==> run_1/met1.png <==
Scale bar: 50 um.
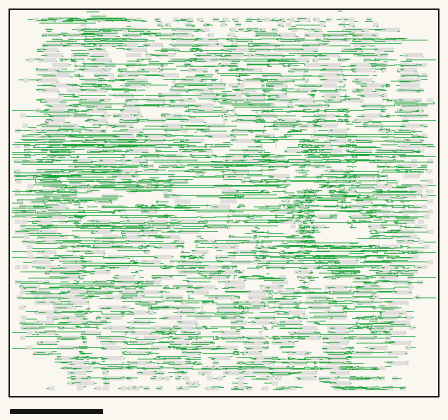
==> run_1/met2.png <==
Scale bar: 50 um.
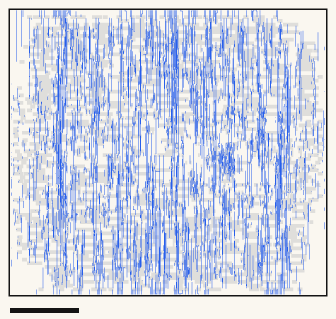
==> run_1/met3.png <==
Scale bar: 50 um.
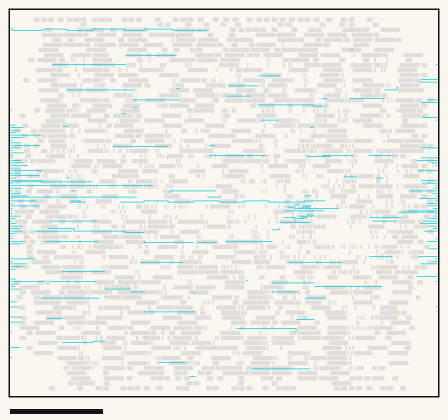
### src/rtl/rv32i_types.sv
// Shared RV32I core types: common data bus record, source ids and arbiter helpers.
package rv32i_types;

   typedef struct packed {
      logic        valid;
      logic [4:0]  rob_idx;
      logic [5:0]  pd_s;
      logic [4:0]  rd_s;
      logic [31:0] rd_v;
   } cdb_t;

   localparam int CDB_NUM_SRC = 4;

   typedef enum logic [1:0] {SRC_ADD, SRC_MUL, SRC_DIV, SRC_BR} cdb_src_t;

   // Single-step modulo: callers only ever exceed n by less than n.
   function automatic int rr_wrap(input int i, input int n);
      return (i >= n) ? i - n : i;
   endfunction

endpackage

### src/rtl/cdb_arbiter_if.sv
// Bus bundle between the execute-stage result sources and the CDB arbiter.
interface cdb_arbiter_if import rv32i_types::*; #(parameter int NUM_SRC = CDB_NUM_SRC);

   localparam int SW = (NUM_SRC > 1) ? $clog2(NUM_SRC) : 1;

   logic                 flush;
   cdb_t [NUM_SRC-1:0]   cdb_in;
   logic [NUM_SRC-1:0]   stall;
   cdb_t                 cdb_out;
   logic [SW-1:0]        grant_src;
   logic                 overflow;

   modport master (
      output flush, cdb_in,
      input  stall, cdb_out, grant_src, overflow
   );

   modport slave (
      input  flush, cdb_in,
      output stall, cdb_out, grant_src, overflow
   );

endinterface

### src/rtl/cdb_fifo.sv
// Per-source result FIFO; pointers carry one wrap bit to separate full from empty.
module cdb_fifo import rv32i_types::*; #(
   parameter int FIFO_DEPTH = 2
) (
   input  logic clk,
   input  logic rst_n,
   input  logic flush,
   input  logic push,
   input  cdb_t din,
   input  logic pop,
   output cdb_t dout,
   output logic full,
   output logic empty
);

   localparam int AW = $clog2(FIFO_DEPTH);

   cdb_t        mem [FIFO_DEPTH];
   logic [AW:0] wptr;
   logic [AW:0] rptr;

   assign full  = (wptr[AW] != rptr[AW]) && (wptr[AW-1:0] == rptr[AW-1:0]);
   assign empty = (wptr == rptr);
   assign dout  = mem[rptr[AW-1:0]];

   always_ff @(posedge clk or negedge rst_n) begin
      if (!rst_n) begin
         wptr <= '0;
         rptr <= '0;
      end else if (flush) begin
         wptr <= '0;
         rptr <= '0;
      end else begin
         if (push) wptr <= wptr + (AW+1)'(1);
         if (pop)  rptr <= rptr + (AW+1)'(1);
      end
   end

   // Storage needs no reset: empty pointers hide stale entries.
   always_ff @(posedge clk) begin
      if (push && !flush) mem[wptr[AW-1:0]] <= din;
   end

endmodule

### src/rtl/cdb_arbiter.sv
// Round-robin serialiser of per-unit results onto one registered common data bus.
module cdb_arbiter import rv32i_types::*; #(
   parameter int NUM_SRC    = CDB_NUM_SRC,
   parameter int FIFO_DEPTH = 2
) (
   input logic          clk,
   input logic          rst_n,
   cdb_arbiter_if.slave bus
);

   localparam int SW = (NUM_SRC > 1) ? $clog2(NUM_SRC) : 1;

   logic [NUM_SRC-1:0] vld_in;
   logic [NUM_SRC-1:0] push;
   logic [NUM_SRC-1:0] pop;
   logic [NUM_SRC-1:0] full;
   logic [NUM_SRC-1:0] empty;
   logic [NUM_SRC-1:0] stall;
   cdb_t [NUM_SRC-1:0] head;

   logic [SW-1:0] rr_ptr;
   logic [SW-1:0] gnt;
   logic          any;

   cdb_t          cdb_q;
   logic [SW-1:0] grant_q;
   logic          ovf_q;

   generate
      for (genvar i = 0; i < NUM_SRC; i++) begin : g_src
         assign vld_in[i] = bus.cdb_in[i].valid;
         // Flush outranks both ends of the FIFO, and also releases backpressure.
         assign pop[i]    = any && (gnt == SW'(i)) && !bus.flush;
         assign push[i]   = vld_in[i] && !bus.flush && (!full[i] || pop[i]);
         assign stall[i]  = full[i] && !pop[i] && !bus.flush;

         cdb_fifo #(.FIFO_DEPTH(FIFO_DEPTH)) u_fifo (
            .clk   (clk),
            .rst_n (rst_n),
            .flush (bus.flush),
            .push  (push[i]),
            .din   (bus.cdb_in[i]),
            .pop   (pop[i]),
            .dout  (head[i]),
            .full  (full[i]),
            .empty (empty[i])
         );
      end
   endgenerate

   // First non-empty source at or after rr_ptr, wrapping.
   always_comb begin
      logic [SW-1:0] idx;
      any = 1'b0;
      gnt = '0;
      idx = '0;
      for (int k = 0; k < NUM_SRC; k++) begin
         idx = SW'(rr_wrap(int'(rr_ptr) + k, NUM_SRC));
         if (!any && !empty[idx]) begin
            any = 1'b1;
            gnt = idx;
         end
      end
   end

   always_ff @(posedge clk or negedge rst_n) begin
      if (!rst_n) begin
         cdb_q   <= '0;
         grant_q <= '0;
         rr_ptr  <= '0;
         ovf_q   <= 1'b0;
      end else begin
         if (|(vld_in & stall)) ovf_q <= 1'b1;
         if (bus.flush) begin
            cdb_q.valid <= 1'b0;
         end else if (any) begin
            cdb_q       <= head[gnt];
            cdb_q.valid <= 1'b1;
            grant_q     <= gnt;
            rr_ptr      <= SW'(rr_wrap(int'(gnt) + 1, NUM_SRC));
         end else begin
            cdb_q.valid <= 1'b0;
         end
      end
   end

   assign bus.stall     = stall;
   assign bus.cdb_out   = cdb_q;
   assign bus.grant_src = grant_q;
   assign bus.overflow  = ovf_q;

endmodule

### src/flat_wrapper.sv
// flat-port wrapper written by rule: the top's interface ports become plain ports
module cdb_arbiter_flat import rv32i_types::*;
#(
   parameter int NUM_SRC    = CDB_NUM_SRC,
   parameter int FIFO_DEPTH = 2
)
  (clk, rst_n, bus_flush, bus_cdb_in, bus_stall, bus_cdb_out, bus_grant_src, bus_overflow);
  cdb_arbiter_if #(.NUM_SRC(NUM_SRC)) bus_i ();
  input logic clk;
  input logic rst_n;
  input wire logic [$bits(bus_i.flush)-1:0] bus_flush;
  input wire logic [$bits(bus_i.cdb_in)-1:0] bus_cdb_in;
  output wire logic [$bits(bus_i.stall)-1:0] bus_stall;
  output wire logic [$bits(bus_i.cdb_out)-1:0] bus_cdb_out;
  output wire logic [$bits(bus_i.grant_src)-1:0] bus_grant_src;
  output wire logic [$bits(bus_i.overflow)-1:0] bus_overflow;
  assign bus_i.flush = bus_flush;
  assign bus_i.cdb_in = bus_cdb_in;
  assign bus_stall = bus_i.stall;
  assign bus_cdb_out = bus_i.cdb_out;
  assign bus_grant_src = bus_i.grant_src;
  assign bus_overflow = bus_i.overflow;
  cdb_arbiter #(.NUM_SRC(NUM_SRC), .FIFO_DEPTH(FIFO_DEPTH)) u_core (.clk(clk), .rst_n(rst_n), .bus(bus_i));
endmodule
### config.mk
export PLATFORM = sky130hd
export DESIGN_NAME = cdb_arbiter_flat
export DESIGN_NICKNAME = d
export VERILOG_FILES = /design/src/rtl/rv32i_types.sv /design/src/rtl/cdb_arbiter_if.sv /design/src/rtl/cdb_fifo.sv /design/src/rtl/cdb_arbiter.sv /design/src/flat_wrapper.sv
export SDC_FILE = /design/constraint.sdc
export NUM_CORES = 1
export LEC_CHECK = 0
export ABC_AREA = 1
export CELL_PAD_IN_SITES_DETAIL_PLACEMENT = 0
export CELL_PAD_IN_SITES_GLOBAL_PLACEMENT = 1
export CORE_ASPECT_RATIO = 0.9
export CORE_MARGIN = 2
export CORE_UTILIZATION = 40
export DETAILED_ROUTE_END_ITERATION = 10
export PLACE_DENSITY_LB_ADDON = 0.08
export SYNTH_ARGS = -nofsm -noshare
export SYNTH_HDL_FRONTEND = slang
export SYNTH_SLANG_ARGS = --single-unit
### constraint.sdc
create_clock -name clk -period 7.35 [get_ports clk]
set_input_delay 1.1025 -clock clk [delete_from_list [all_inputs] [get_ports clk]]
set_output_delay 1.1025 -clock clk [all_outputs]
set_load 0.02 [all_outputs]
==> results.py, run 1 <==
# Generated from Yosys and OpenROAD reports
metrics = {
    "timing": {
        "worst_slew_margin_rel": 0.231,
        "setup_repair_after_global_routing_missed_its_margin": "no",
        "worst_slack_ns": 1.47,
        "min_period_over_period": 0.801,
        "report.final.hold_viol_count": 0,
    },
    "drt": {
        "dr.max_layer_used": "met4",
        "m1WireLength_um": 20800,
        "avgRoutedWirePerCell_um": 19.7,
        "drt_iter0_markers": 726,
        "drt_first_pass_iters": 5,
        "drtAntennaViolNets": 0,
        "detail_route.vias_per_cell": 4.80,
        "wl_met3_um": 2170,
    },
    "power_and_ir_drop": {
        "total_leakage_power_nw": 8.92,
        "post-layout-total-power_mw": 10.1,
    },
    "run_status": {
        "run_status": "complete, no violations",
    },
    "worst_setup_path": {
        "critical_path.startpoint_type": "flip-flop",
        "crit_fanout": 59,
        "critPathCaptureType": "output port",
        "timing.critical_path.arrival_ns": 4.78,
        "cp.required_ns": 6.25,
        "crit_buf_inv": 3,
        "crit-reg2reg-launch": "u_core.g_src[0].u_fifo.rptr[0]",
    },
    "floorplanning": {
        "die_x_um": 231,
        "row_count": 74,
    },
    "placement": {
        "placed_cells": 2331,
    },
    "finish": {
        "syn_to_final_growth_pct": 25.3,
        "post-route-cell-area_mm2": 0.0231,
    },
    "worst_hold_path": {
        "timing.hold.worst.class": "flip-flop to flip-flop",
    },
    "global_routing": {
        "pin_count_of_the_biggest_net_entering_global_routing": 78,
        "leftover_overflow_at_the_end_of_global_routing": 0,
        "antenna_found_initial": 0,
    },
    "run": {
        "timing.max_cap.violations": 0,
    },
    "clock_network": {
        "clock_sink_count": 454,
        "cts_buffers": 48,
        "cts_setup_buffers": 0,
        "clock_latency_ns": 0.59,
    },
    "synth": {
        "synth_sequential_area_ratio": 0.719,
        "syn-mean-instance-area_um2": 12.1,
        "synth.distinct_cells": 27,
        "numSynthFlops": 454,
    },
}
About met1.png:
nets with wire on the layer = 1809
wire length on this layer = 20.8 mm
main direction = horizontal
longest straight run = 70.4 um
share of all routed wire = 44%
Total Routed Length: 47600 um
vias: 11626

About met2.png:
wire length on this layer = 23.8 mm
longest straight run = 75.5 um
nets with wire on the layer = 1534
main direction = vertical
share of all routed wire = 50%
routing usage on met2: 0.342

About met3.png:
share of all routed wire = 4.6%
longest straight run = 76.6 um
met3 track demand over resource: 0.0345

-- run 1: worst register-to-register path, delay by kind of cell, from the launching register on --
family	cells	cell delay, ns
AND/OR/NAND/NOR	10	1.92
flip-flops	1	1.03
buffers and inverters	2	1.33
AND-OR/OR-AND	2	0.49
-- run 1: sequential cells by signal, summed over array words and instances (netlist names) --
register and cells:
u_core.g_src.u_fifo.mem 384, u_core.bus.cdb_out 49, u_core.g_src.u_fifo.rptr 8, u_core.g_src.u_fifo.wptr 8
u_core.bus.grant_src 2, u_core.rr_ptr 2, u_core.bus.overflow 1
-- run 1: report_power, final --
part	leakage (nW)	internal, mW	switching [mW]
clock	0.769	1.40	0.995
combinational	3.75	1.30	2.95
sequential	4.40	3.20	0.248
-- run 1: cells in the mapped netlist (all sizes together) --
master	instances	area (um^2)
a21oi	13	65.1
buf	35	215
clkbuf	36	135
dfrtp	70	1750
edfxtp	384	11500
inv	35	136
mux2i	129	1290
nand2	580	2200
nand3	33	175
nand3b	1	7.51
nand4	12	75.1
nor2	113	432
nor3	4	30.0
o21ai	75	375
xnor2	1	16.3
xor2	4	35.0
-- run 1: cell usage in the layout, fill, tap and decap left out, drive strengths merged --
master,count
o21ai,75
nand3b,1
nor2,113
clkdlybuf4s50,253
mux2i,129
nand2,580
buf,16
nor3,4
xor2,4
clkinvlp,2
nand3,33
clkinv,23
a21oi,13
inv,37
clkbuf,59
bufinv,4
edfxtp,384
nand4,12
xnor2,1
dfrtp,70
-- run 1: kinds of logic (layout without fill, tap and decap cells) --
logic type                count (synthesis)  count (layout)  share of synthesized area
muxes                                   129             129                     0.0699
buffers and inverters                   106             394                     0.0264
and+or+nand+nor                         743             743                      0.158
DFF                                     454             454                      0.719
AOI/OAI and AO/OA                        88              88                     0.0238
xor gates and xnor gates                  5               5                    0.00278
-- run 1: worst max path at each step --
stage                                               from                          endpoint  slack [ns]  depth (start not counted)
after detailed placement  u_core.g_src[0].u_fifo.rptr[0]                      bus_stall[2]        2.01                         14
final                     u_core.g_src[0].u_fifo.rptr[0]                      bus_stall[2]        1.47                         14
after global routing      u_core.g_src[0].u_fifo.rptr[0]                      bus_stall[2]        0.99                         15
after global placement    u_core.g_src[0].u_fifo.rptr[0]                      bus_stall[2]        2.04                         14
after floorplan           u_core.g_src[3].u_fifo.rptr[0]  u_core.g_src[2].u_fifo.mem[1][0]        1.84                         14
after CTS                 u_core.g_src[0].u_fifo.rptr[0]                      bus_stall[2]        1.36                         14
-- run 1: metal layers --
| metal | global-route usage | up-vias |
|---|---|---|
| met4 | 0.0494 | 0 |
| met5 | 0 | - |
| met1 | 0.266 | 5596 |
| met3 | 0.0345 | 59 |
| li1 | - | 5720 |
| met2 | 0.342 | 251 |
-- run 1: area by class of cell --
cell class	instances	area, um^2
repair buffers	269	2650
flip-flops and latches	454	13300
clock inverters	31	262
fillers	3972	22300
well taps	608	761
multi-input cells	965	4730
clock buffers	59	1310
inverters	35	136
--- run 2 (diff from run 1) ---
==> constraint.sdc (replaced) <==
create_clock -name clk -period 5.6 [get_ports clk]
set_input_delay 0.84 -clock clk [delete_from_list [all_inputs] [get_ports clk]]
set_output_delay 0.84 -clock clk [all_outputs]
set_load 0.02 [all_outputs]
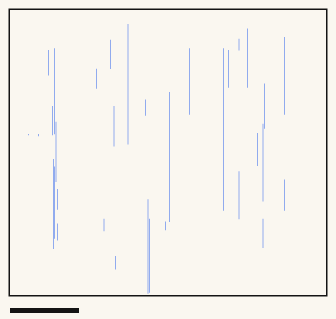
(run_2/met4.png)
Scale bar: 50 um.
main direction = vertical
longest straight run = 118 um
nets with wire on the layer = 17
share of all routed wire = 2.5%
wire length on this layer = 1190 um
Total Routed Length: 48200 um
vias: 11726

==> results.py, run 2 <==
# Generated from Yosys and OpenROAD reports
metrics = {
    "timing": {
        "setup_repair_after_global_routing_missed_its_margin": "no",
    },
    "finish": {
        "final_common_cell": "nand2_1",
        "largest_register_ffs": 384,
        "syn_to_final_growth_pct": 24.9,
        "final_cell_mix": "576 x nand2_1, 384 x edfxtp_1, 253 x clkdlybuf4s50_1",
    },
    "power_and_ir_drop": {
        "post-layout-total-power_mw": 13.1,
    },
    "drt": {
        "avgRoutedWirePerCell_um": 19.9,
        "drt_iter0_markers": 675,
        "drt_first_pass_iters": 6,
        "detail_route.vias_per_cell": 4.84,
    },
    "clock_network": {
        "clock_latency_ns": 0.58,
        "clock_sink_count": 454,
    },
    "worst_setup_path": {
        "critical_path.startpoint_type": "flip-flop",
        "crit_fanout": 44,
    },
    "run": {
        "timing.max_cap.violations": 0,
    },
    "global_routing": {
        "leftover_overflow_at_the_end_of_global_routing": 0,
        "pin_count_of_the_biggest_net_entering_global_routing": 93,
    },
    "synth": {
        "synth.distinct_cells": 27,
        "largest_cells_by_area_after_synthesis": "edfxtp_1 62%, nand2_1 12%, dfrtp_1 9.5%",
        "numSynthFlops": 454,
        "syn-mean-instance-area_um2": 12.1,
        "post-synth-top-count-cell": "nand2_1",
    },
    "run_status": {
        "run_status": "complete, no violations",
    },
}
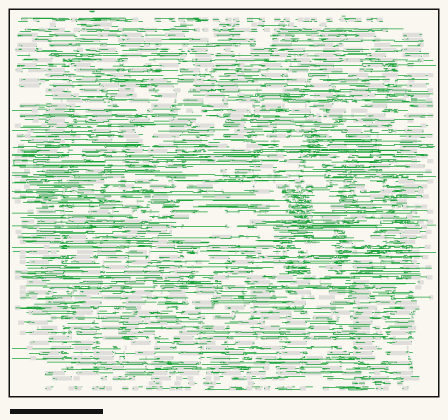
(run_2/met1.png)
Scale bar: 50 um.
wire length on this layer = 20.7 mm
main direction = horizontal
global routing usage on met1: 0.258

[run 2: cell counts after synthesis]
Identical to the previous run, type by type.
[run 2: how the worst max path moves through the flow]
stage	slack (ns)	end	cells after the start
2_1_floorplan	0.09	u_core.g_src[2].u_fifo.mem[1][0]	14
3_3_place_gp	1.37	bus_stall[2]	13
3_5_place_dp	1.29	u_core.g_src[2].u_fifo.mem[0][1]	15
4_1_cts	0.69	bus_stall[2]	13
5_1_grt	0.46	bus_stall[2]	13
6_report	0.78	bus_stall[2]	13
[run 2: logic make-up (layout without fill, tap and decap cells)]
family | after synthesis | after routing | synth area share
DFF | 454 | 454 | 0.719
xor gates and xnor gates | 5 | 5 | 0.00278
and+or+nand+nor | 743 | 743 | 0.158
AOI/OAI and AO/OA | 88 | 88 | 0.0238
buffers and inverters | 106 | 395 | 0.0264
muxes | 129 | 129 | 0.0699
[run 2: routing by layer]
metal	wire (um)	GRT usage	up-vias
li1	-	-	5720
met1	20700	0.258	5651
met2	23900	0.342	277
met3	2370	0.0412	76
met4	1190	0.0581	2
met5	7	0	-
[run 2: through the flow]
| step | util | std cells | hold WS (ns) | cell area (um^2) | setup slack [ns] |
|---|---|---|---|---|---|
| 3_5_place_dp | 0.475 | 2334 | 0.466 | 21600 | 1.29 |
| 5_1_grt | 0.507 | 2422 | 0.479 | 23100 | 0.461 |
| 6_report | 0.507 | 2422 | 0.426 | 23100 | 0.775 |
| 3_3_place_gp | 0.475 | 2334 | 0.463 | 21600 | 1.37 |
| 4_1_cts | 0.507 | 2422 | 0.447 | 23100 | 0.689 |
| 2_1_floorplan | - | 1525 | 0.515 | 18500 | 0.0934 |
[run 2: layout make-up]
cell class | instances | area (um^2)
clock buffers | 66 | 1310
clock inverters | 22 | 159
fillers | 4052 | 22400
inverters | 35 | 136
multi-input cells | 965 | 4730
flip-flops and latches | 454 | 13300
well taps | 608 | 761
repair buffers | 272 | 2680
[run 2: worst register-to-register path: stages, from the launching register on]
cell	delay, ns
dfrtp_2	0.78
inv_2	0.07
nand2_1	0.09
nand2_1	0.08
nand3_1	0.11
nand2_1	0.08
nand2_1	0.07
nand2_1	0.11
a21oi_1	0.17
nand2_1	0.13
nand2_4	0.40
nand2_4	0.42
o21ai_1	0.35
nand4_1	0.18
inv_2	0.30
buf_4	0.52
[run 2: where the power goes]
part	switching, mW	internal (mW)
Clock	1.28	1.72
Combinational	3.94	1.72
Sequential	0.274	4.20
Power figures rest on the tool's default switching activity, not on a simulated workload.
